### Metal 1, run 1

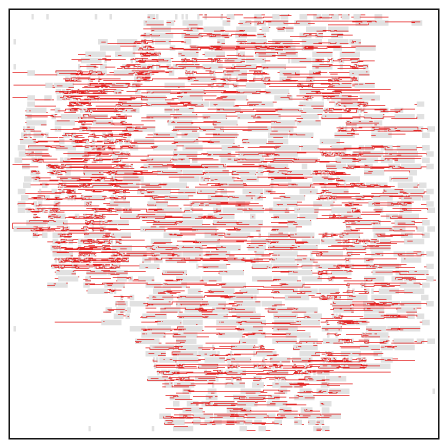
### M2 wires, run 1

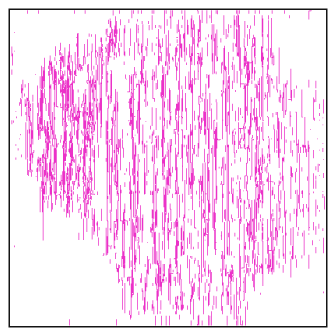
### Metal 3, run 1

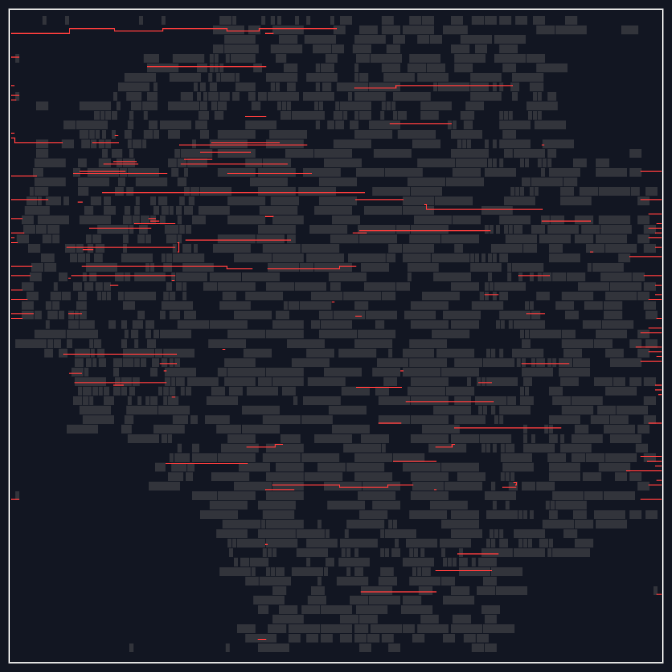
### M4 wires, run 1

Bar = 50 microns.
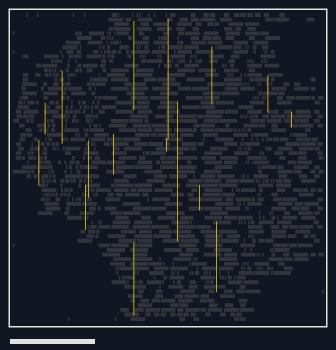
**src/rtl/polyline_sequencer.sv**
```systemverilog
// Polyline sequencer: parses a count + (x,y) word stream into a 4-entry point FIFO
// and issues one line-drawer segment per consecutive point pair. Optional macro
// POLYLINE_CLOSE_EN adds a closing segment (last point -> first point) for N>=3.
module polyline_sequencer (
    input  logic        clk,
    input  logic        rst_n,
    output logic        accel_can_read,
    output logic        accel_can_write,
    input  logic        accel_read_enable,
    input  logic        accel_write_enable,
    output logic [15:0] accel_read_data,
    input  logic [15:0] accel_write_data,
    output logic        line_drawer_start,
    input  logic        line_drawer_ready,
    output logic [15:0] line_drawer_x1,
    output logic [15:0] line_drawer_y1,
    output logic [15:0] line_drawer_x2,
    output logic [15:0] line_drawer_y2,
    output logic        busy
);
    // Handshake: a write word is consumed on a rising edge where
    // accel_can_write && accel_write_enable; can_write never depends on write_enable.

    typedef enum logic [1:0] {P_COUNT, P_X, P_Y} pstate_t;
`ifdef POLYLINE_CLOSE_EN
    typedef enum logic [2:0] {S_IDLE, S_FIRST, S_NEXT, S_START, S_GUARD, S_BUSY, S_CLOSE} sstate_t;
`else
    typedef enum logic [2:0] {S_IDLE, S_FIRST, S_NEXT, S_START, S_GUARD, S_BUSY} sstate_t;
`endif

    pstate_t     pstate_q, pstate_d;
    sstate_t     state_q, state_d;
    logic [15:0] prem_q, x_stage_q, seq_left_q;
    logic [31:0] fifo_mem_q [4];
    logic [1:0]  wr_ptr_q, rd_ptr_q;
    logic [2:0]  fifo_cnt_q;
    logic [31:0] prev_q, cur_q, fifo_head, seg_a, seg_b;
    logic [15:0] x1_q, y1_q, x2_q, y2_q;
    logic        busy_q, start_q, start_d;
    logic        fifo_empty, fifo_full, wr_fire, push, pop, count_take, load_seg;
`ifdef POLYLINE_CLOSE_EN
    logic [31:0] first_q;
    logic        close_pending_q;
`endif
    logic        unused_read_en;

    assign unused_read_en    = accel_read_enable;
    assign accel_can_read    = 1'b0;
    assign accel_read_data   = 16'd0;
    assign busy              = busy_q;
    assign line_drawer_start = start_q;
    assign line_drawer_x1    = x1_q;
    assign line_drawer_y1    = y1_q;
    assign line_drawer_x2    = x2_q;
    assign line_drawer_y2    = y2_q;

    assign fifo_empty = (fifo_cnt_q == 3'd0);
    assign fifo_full  = (fifo_cnt_q == 3'd4);
    assign fifo_head  = fifo_mem_q[rd_ptr_q];
    assign wr_fire    = accel_can_write && accel_write_enable;
    assign push       = wr_fire && (pstate_q == P_Y);
    assign count_take = wr_fire && (pstate_q == P_COUNT) && (accel_write_data != 16'd0);

    // Parser: state register / next state / outputs
    always_ff @(posedge clk or negedge rst_n) begin
        if (!rst_n) pstate_q <= P_COUNT;
        else        pstate_q <= pstate_d;
    end

    always_comb begin
        pstate_d = pstate_q;
        unique case (pstate_q)
            P_COUNT: if (count_take) pstate_d = P_X;
            P_X:     if (wr_fire) pstate_d = P_Y;
            P_Y:     if (wr_fire) pstate_d = (prem_q == 16'd1) ? P_COUNT : P_X;
            default: pstate_d = P_COUNT;
        endcase
    end

    always_comb begin
        accel_can_write = 1'b0;
        if (pstate_q == P_COUNT) accel_can_write = !busy_q && fifo_empty;
        else                     accel_can_write = !fifo_full;
    end

    // Sequencer: state register / next state / outputs
    always_ff @(posedge clk or negedge rst_n) begin
        if (!rst_n) state_q <= S_IDLE;
        else        state_q <= state_d;
    end

    always_comb begin
        state_d = state_q;
        unique case (state_q)
            S_IDLE:  if (busy_q) state_d = S_FIRST;
            S_FIRST: if (!fifo_empty) state_d = (seq_left_q == 16'd1) ? S_START : S_NEXT;
            S_NEXT:  if (!fifo_empty) state_d = S_START;
            S_START: state_d = S_GUARD;
            S_GUARD: state_d = S_BUSY;
            S_BUSY: begin
                if (line_drawer_ready) begin
                    if (seq_left_q != 16'd0) state_d = S_NEXT;
`ifdef POLYLINE_CLOSE_EN
                    else if (close_pending_q) state_d = S_CLOSE;
`endif
                    else state_d = S_IDLE;
                end
            end
`ifdef POLYLINE_CLOSE_EN
            S_CLOSE: state_d = S_START;
`endif
            default: state_d = S_IDLE;
        endcase
    end

    always_comb begin
        pop      = 1'b0;
        load_seg = 1'b0;
        seg_a    = prev_q;
        seg_b    = fifo_head;
        start_d  = (state_q == S_START);
        unique case (state_q)
            S_FIRST: begin
                pop      = !fifo_empty;
                load_seg = !fifo_empty && (seq_left_q == 16'd1);
                seg_a    = fifo_head;
            end
            S_NEXT: begin
                pop      = !fifo_empty;
                load_seg = !fifo_empty;
            end
`ifdef POLYLINE_CLOSE_EN
            S_CLOSE: begin
                load_seg = 1'b1;
                seg_b    = first_q;
            end
`endif
            default: ;
        endcase
    end

    always_ff @(posedge clk) begin
        if (push) fifo_mem_q[wr_ptr_q] <= {x_stage_q, accel_write_data};
    end

    always_ff @(posedge clk or negedge rst_n) begin
        if (!rst_n) begin
            prem_q     <= 16'd0;
            x_stage_q  <= 16'd0;
            seq_left_q <= 16'd0;
            wr_ptr_q   <= 2'd0;
            rd_ptr_q   <= 2'd0;
            fifo_cnt_q <= 3'd0;
            prev_q     <= 32'd0;
            cur_q      <= 32'd0;
            {x1_q, y1_q, x2_q, y2_q} <= 64'd0;
            busy_q     <= 1'b0;
            start_q    <= 1'b0;
`ifdef POLYLINE_CLOSE_EN
            first_q         <= 32'd0;
            close_pending_q <= 1'b0;
`endif
        end else begin
            start_q <= start_d;
            if (wr_fire && pstate_q == P_X) x_stage_q <= accel_write_data;
            if (count_take) begin
                prem_q     <= accel_write_data;
                seq_left_q <= accel_write_data;
                busy_q     <= 1'b1;
`ifdef POLYLINE_CLOSE_EN
                close_pending_q <= (accel_write_data >= 16'd3);
`endif
            end
            if (push) begin
                prem_q   <= prem_q - 16'd1;
                wr_ptr_q <= wr_ptr_q + 2'd1;
            end
            if (pop) begin
                rd_ptr_q   <= rd_ptr_q + 2'd1;
                seq_left_q <= seq_left_q - 16'd1;
                cur_q      <= fifo_head;
            end
            // Simultaneous push and pop leaves the occupancy unchanged
            if (push && !pop)      fifo_cnt_q <= fifo_cnt_q + 3'd1;
            else if (pop && !push) fifo_cnt_q <= fifo_cnt_q - 3'd1;
            if (state_q == S_FIRST && pop) begin
                prev_q <= fifo_head;
`ifdef POLYLINE_CLOSE_EN
                first_q <= fifo_head;
`endif
            end
`ifdef POLYLINE_CLOSE_EN
            if (state_q == S_CLOSE) begin
                close_pending_q <= 1'b0;
                cur_q           <= first_q;
            end
`endif
            if (load_seg) {x1_q, y1_q, x2_q, y2_q} <= {seg_a, seg_b};
            if (state_q == S_BUSY && line_drawer_ready) prev_q <= cur_q;
            if (state_q != S_IDLE && state_d == S_IDLE) busy_q <= 1'b0;
        end
    end
endmodule

```
**config.mk**
```make
export PLATFORM = sky130hd
export DESIGN_NAME = polyline_sequencer
export DESIGN_NICKNAME = d
export VERILOG_FILES = /design/src/rtl/polyline_sequencer.sv
export SDC_FILE = /design/constraint.sdc
export NUM_CORES = 1
export LEC_CHECK = 0
export CORE_UTILIZATION = 40
export DETAILED_ROUTE_END_ITERATION = 12
export GPL_TIMING_DRIVEN = 1
export PLACE_DENSITY = 0.57
export SLEW_MARGIN = 10
export SYNTH_ARGS = -nofsm -noshare
export SYNTH_HDL_FRONTEND = slang
export SYNTH_SLANG_ARGS = --single-unit
```
**constraint.sdc**
```tcl
create_clock -name clk -period 3.8 [get_ports clk]
set_clock_uncertainty 0.05 [all_clocks]
set_input_delay 0.95 -clock clk [delete_from_list [all_inputs] [get_ports clk]]
set_output_delay 0.95 -clock clk [all_outputs]
set_load 0.01 [all_outputs]
```
==> run summary, run 1 <==
status: complete, no violations
die area: 34800 sq um
RSZ-0062 raised after global routing: false
Max VDD drop: 344 uV
Post-synth ARST share: 59.7%
FILL cells: 2915
final hold vios: 0
EDFF count, synth: 128
# setup viols final: 0
worst setup path end: accel_can_write
# nets final: 1120
final antenna diode count: 0
Max-slew headroom: 26.7%
Pleak: 6.71 nW
area leader, netlist: dfrtp_1
initial antenna violation count: 0
# H-tree levels: 2
top cells, area: dfrtp_1 (35%), edfxtp_1 (28%), mux2_4 (6.6%)
Logic area: 4690 sq um
CP Data Arrival Time: 2.16 ns
Placed Cells: 1498
max incr delay on CP: 0.55 ns
Total GRT Usage: 17.1%
fmax: 316 MHz
Routed WL per cell: 18.5 microns
Crit Path Class: flop to primary output
critical path, cell by cell: or3_1 -> a21oi_1 -> clkdlybuf4s50_1
CTS tree: yes
number of global-route vias before repair: 8206
reg2reg path depth: 6
FF+latch area: 8600 sq um
synth unique cells: 64
Cells after Synth: 981
fp util: 40.6%
Crit Path Max Fanout: 6
Slew @ Worst Pin: 1.10 ns
most frequent cells in the layout: nand2_1 (191), dfrtp_1 (189), edfxtp_1 (128)
crit start category: flop
Commonest Layout Cell: nand2_1
# rows: 67
Avg Cell Area, Syn: 13.9 sq um
endpoint type of the worst setup path: primary output
Area Overhead vs Synth: 19.6%
Die Span Y: 187 microns
Dominant cell area share: 34.9%
Back to the opening pictures, 'Metal 1':
longest straight run: 56.1 microns
main direction: horizontal
nets with wire on the layer: 1008
wire length on this layer: 13700 microns
DR vias: 8134
drt total wl: 28.9 mm
grt met1 use: 24.6%

Back to the opening pictures, 'M2 wires':
main direction: vertical
longest straight run: 76.2 microns
wire length on this layer: 13300 microns
share of all routed wire: 46%
nets with wire on the layer: 917

Back to the opening pictures, 'Metal 3':
longest straight run: 75.0 microns
wire length on this layer: 1320 microns
main direction: horizontal
GR Util met3: 2.73%

Back to the opening pictures, 'M4 wires':
nets with wire on the layer: 9
share of all routed wire: 1.9%
longest straight run: 82.3 microns
wire length on this layer: 550 microns
main direction: vertical

==> run 1: metrics by stage <==
step | setup WS [ns] | utilization (%) | hold WS [ns] | total power, mW
6_report | 0.637 | 48.6 | 0.402 | 14.5
3_3_place_gp | 0.516 | 45.1 | 0.408 | 11.1
2_1_floorplan | 0.609 | - | 0.388 | 9.28
4_1_cts | 0.586 | 48.6 | 0.426 | 14.7
3_5_place_dp | 0.465 | 45.1 | 0.410 | 11.2
5_1_grt | 0.529 | 48.6 | 0.443 | 15.5
==> run 1: synthesized netlist by cell type (all sizes together) (2+ instances only) <==
| cell type | n |
|---|---|
| xnor2 | 6 |
| a31oi | 3 |
| xor2 | 2 |
| o211ai | 4 |
| o21a | 3 |
| o221ai | 2 |
| or3b | 2 |
| o21ai | 21 |
| a211o | 2 |
| nand3 | 12 |
| a31o | 2 |
| o22ai | 2 |
| or3 | 9 |
| dfrtp | 190 |
| o31ai | 4 |
| nand2 | 191 |
| nor2b | 2 |
| nor3 | 18 |
| clkbuf | 38 |
| nor3b | 2 |
| o311ai | 3 |
| inv | 14 |
| mux2 | 113 |
| ha | 10 |
| a21oi | 16 |
| buf | 31 |
| nor4 | 13 |
| a211oi | 4 |
| edfxtp | 128 |
| nand4 | 2 |
| and2 | 4 |
| nand3b | 2 |
| nand2b | 3 |
| a221o | 5 |
| mux4 | 32 |
| a22oi | 33 |
| or4 | 5 |
| nor2 | 29 |
| and3 | 2 |
==> run 1: area by class of cell <==
class,count,share of cell area [%]
Timing Repair Buffer,122,7.42
Clock buffer,50,6.30
Tap cell,448,3.44
Inverter,14,0.322
Multi-Input combinational cell,596,28.8
Sequential cell,318,52.8
Clock inverter,16,0.983
==> run 1: kinds of logic (layout without fill, tap and decap cells) <==
| logic type | after synthesis | count (layout) | share of synthesized area, % |
|---|---|---|---|
| buffers and inverters | 83 | 202 | 3.10 |
| AND-OR/OR-AND | 115 | 115 | 6.05 |
| AND/OR/NAND/NOR | 300 | 300 | 9.85 |
| adder cells (fa/ha/maj) | 11 | 11 | 1.07 |
| flip-flops | 318 | 318 | 63.1 |
| multiplexers | 145 | 145 | 16.3 |
| XOR/XNOR | 8 | 8 | 0.514 |
| other | 1 | 17 | 0.0275 |
==> run 1: power by group <==
| part | leakage (nW) | total (mW) | switching [mW] | internal [mW] |
|---|---|---|---|---|
| logic | 2.68 | 5.47 | 2.65 | 2.83 |
| registers | 3.46 | 5.64 | 0.857 | 4.79 |
| clock network | 0.571 | 3.42 | 1.38 | 2.04 |
==> run 1: registers in the layout (all words and copies together), names as in the netlist, 3 cells and up <==
name,count
cur_q,32
fifo_cnt_q,3
line_drawer_x1,16
line_drawer_y1,16
line_drawer_x2,16
prev_q,32
prem_q,16
line_drawer_y2,16
seq_left_q,16
state_q,3
x_stage_q,16
fifo_mem_q,128
==> run 1: routing by layer <==
layer | vias to the layer above | share of wire, % | global-route usage [%]
li1 | 3773 | - | -
met1 | 4139 | 47 | 24.6
met2 | 182 | 46 | 26.9
met3 | 40 | 4.6 | 2.73
met4 | 0 | 1.9 | 4.89
met5 | - | 0 | 0
### Routing congestion map, run 1

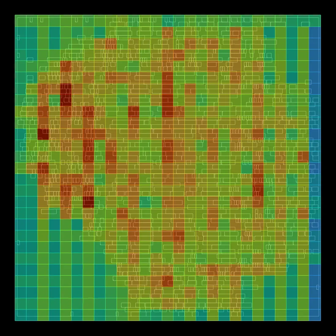

==> run 1 -> run 2 <==
- PLACE_DENSITY: 0.57 -> 0.59
- clock period: 3.8 -> 2.86 ns (I/O delays scaled with it)
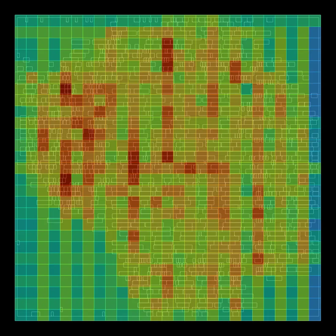
*Routing congestion map, run 2*
Routed WL per cell: 18.7 microns
Total GRT Usage: 17.6%

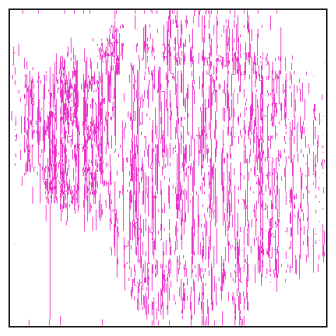
*M2 wires, run 2*
wire length on this layer: 14000 microns
share of all routed wire: 47%
nets with wire on the layer: 948
longest straight run: 68.0 microns
drt total wl: 29.7 mm
M2 GR Usage: 28.3%

==> run 2 against run 1 <==
Worst setup slack got worse by 0.52 ns; via count increased by 1.3%; largest power group is now combinational cells; wire length increased by 2.6%; register-to-register slack got worse by 0.92 ns; area after synthesis unchanged; synthesized cell count unchanged; critical path depth increased by 3; sequential cell count unchanged; highest routed layer unchanged; combinational power increased by 38%; final cell count increased by 1.6%; worst hold slack got worse by 0.29 ns.
==> run summary, run 2 <==
max reg flops: 128
top cells, area: dfrtp_1 (35%), edfxtp_1 (28%), mux2_4 (6.6%)
# nets final: 1145
endpoint type of the worst setup path: flop
DR vias: 8242
initial antenna violation count: 0
Pleak: 6.91 nW
# rows: 67
Max VDD drop: 695 uV
die area: 34800 sq um
Cells after Synth: 981
status: complete, no violations
most frequent cells in the layout: nand2_1 (191), dfrtp_1 (188), edfxtp_1 (128)
count leader, synth: nand2_1
final hold vios: 0
Post-synth top cells: nand2_1 (191), dfrtp_1 (190), edfxtp_1 (128), mux2_4 (60), mux2_2 (53)
area leader, netlist: dfrtp_1
hold_ws: 0.115 ns
worst setup margin: 0.120 ns
Die Span Y: 187 microns
FILL cells: 2859
CTS tree: yes
synth unique cells: 64
number of global-route vias before repair: 8439
critical path, cell by cell: or4_4 -> or3_4 -> nor3_4 -> a32oi_4 -> buf_12 -> mux2_4
dpl ws: -0.0622 ns
final antenna diode count: 0
# H-tree levels: 2
RSZ-0062 raised after global routing: false
EDFF count, synth: 128
crit start category: flop
Post-synth ARST share: 59.7%
Crit Path Class: flop to flop
Avg Cell Area, Syn: 13.9 sq um
fmax: 365 MHz
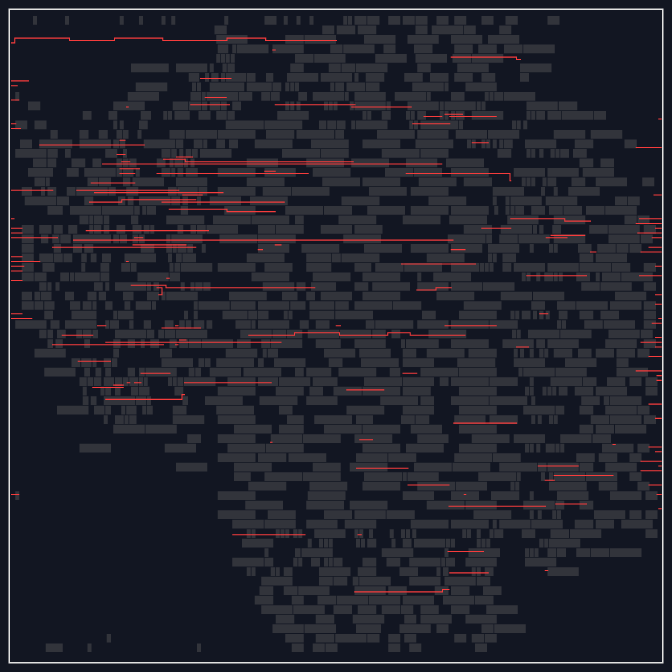
*Metal 3, run 2*
wire length on this layer: 1710 microns
longest straight run: 109 microns
share of all routed wire: 5.8%
main direction: horizontal

run 2: cell type report:
cell class	instances	area, sq um	share of cell area [%]
inverter	14	52.6	0.315
sequential	318	8600	51.6
timing repair buffer	147	1510	9.06
tap	448	561	3.36
clock inverter	22	220	1.32
multi-input combinational	596	4700	28.2
clock buffer	44	1020	6.14
run 2: repair_timing:
| item | 4_1_cts | 5_1_grt |
|---|---|---|
| setup endpoints to repair | 1 | 0 |
| hold buffers | 0 | 0 |
| gates resized | 3 | 0 |
run 2: power by group:
group          total [mW]  switching [mW]  internal, mW  leakage [nW]
Clock                4.76            1.85          2.91         0.609
Sequential           7.42            1.05          6.36          3.46
Combinational        7.53            3.64          3.89          2.84
run 2: cell families after synthesis:
| family | after synthesis | share of synthesized area [%] |
|---|---|---|
| and+or+nand+nor | 300 | 9.85 |
| other | 1 | 0.0275 |
| xor gates and xnor gates | 8 | 0.514 |
| muxes | 145 | 16.3 |
| AOI/OAI and AO/OA | 115 | 6.05 |
| DFF | 318 | 63.1 |
| adders and majority gates | 11 | 1.07 |
| buffers and inverters | 83 | 3.10 |
run 2: final timing paths:
kind,endpoint,slack (ns),depth (start not counted)
worst max-delay path,line_drawer_x2[8],0.12,6
worst min-delay path,pstate_q[0],0.12,1
worst max register to register,line_drawer_x2[8],0.12,6
worst min register to register,cur_q[1],0.43,2
max in group asynchronous,prev_q[6],1.91,2
min in group clk,cur_q[1],0.43,2
run 2: per-stage QoR:
| step | utilization (%) | power [mW] |
|---|---|---|
| after floorplan | - | 12.3 |
| after global placement | 46.0 | 14.9 |
| after detailed placement | 46.0 | 15.1 |
| after CTS | 49.7 | 19.9 |
| after global routing | 49.7 | 21.0 |
| final | 49.7 | 19.7 |
run 2: worst max-delay path, delay by kind of cell, from the launching register on:
family | cells | cell delay [ns]
flip-flops | 1 | 0.40
AND-OR/OR-AND | 1 | 0.17
buffers and inverters | 1 | 0.23
AND/OR/NAND/NOR | 3 | 1.25
multiplexers | 1 | 0.38
run 2: routing by layer:
metal / GRT usage [%] / wire, microns / vias up
met3: 3.05 / 1710 / 41
li1: - / - / 3827
met1: 24.6 / 13500 / 4152
met4: 4.67 / 519 / 0
met5: 0 / 0 / -
met2: 28.3 / 14000 / 222
No activity file was given, so power comes from the tool's default toggle rates.
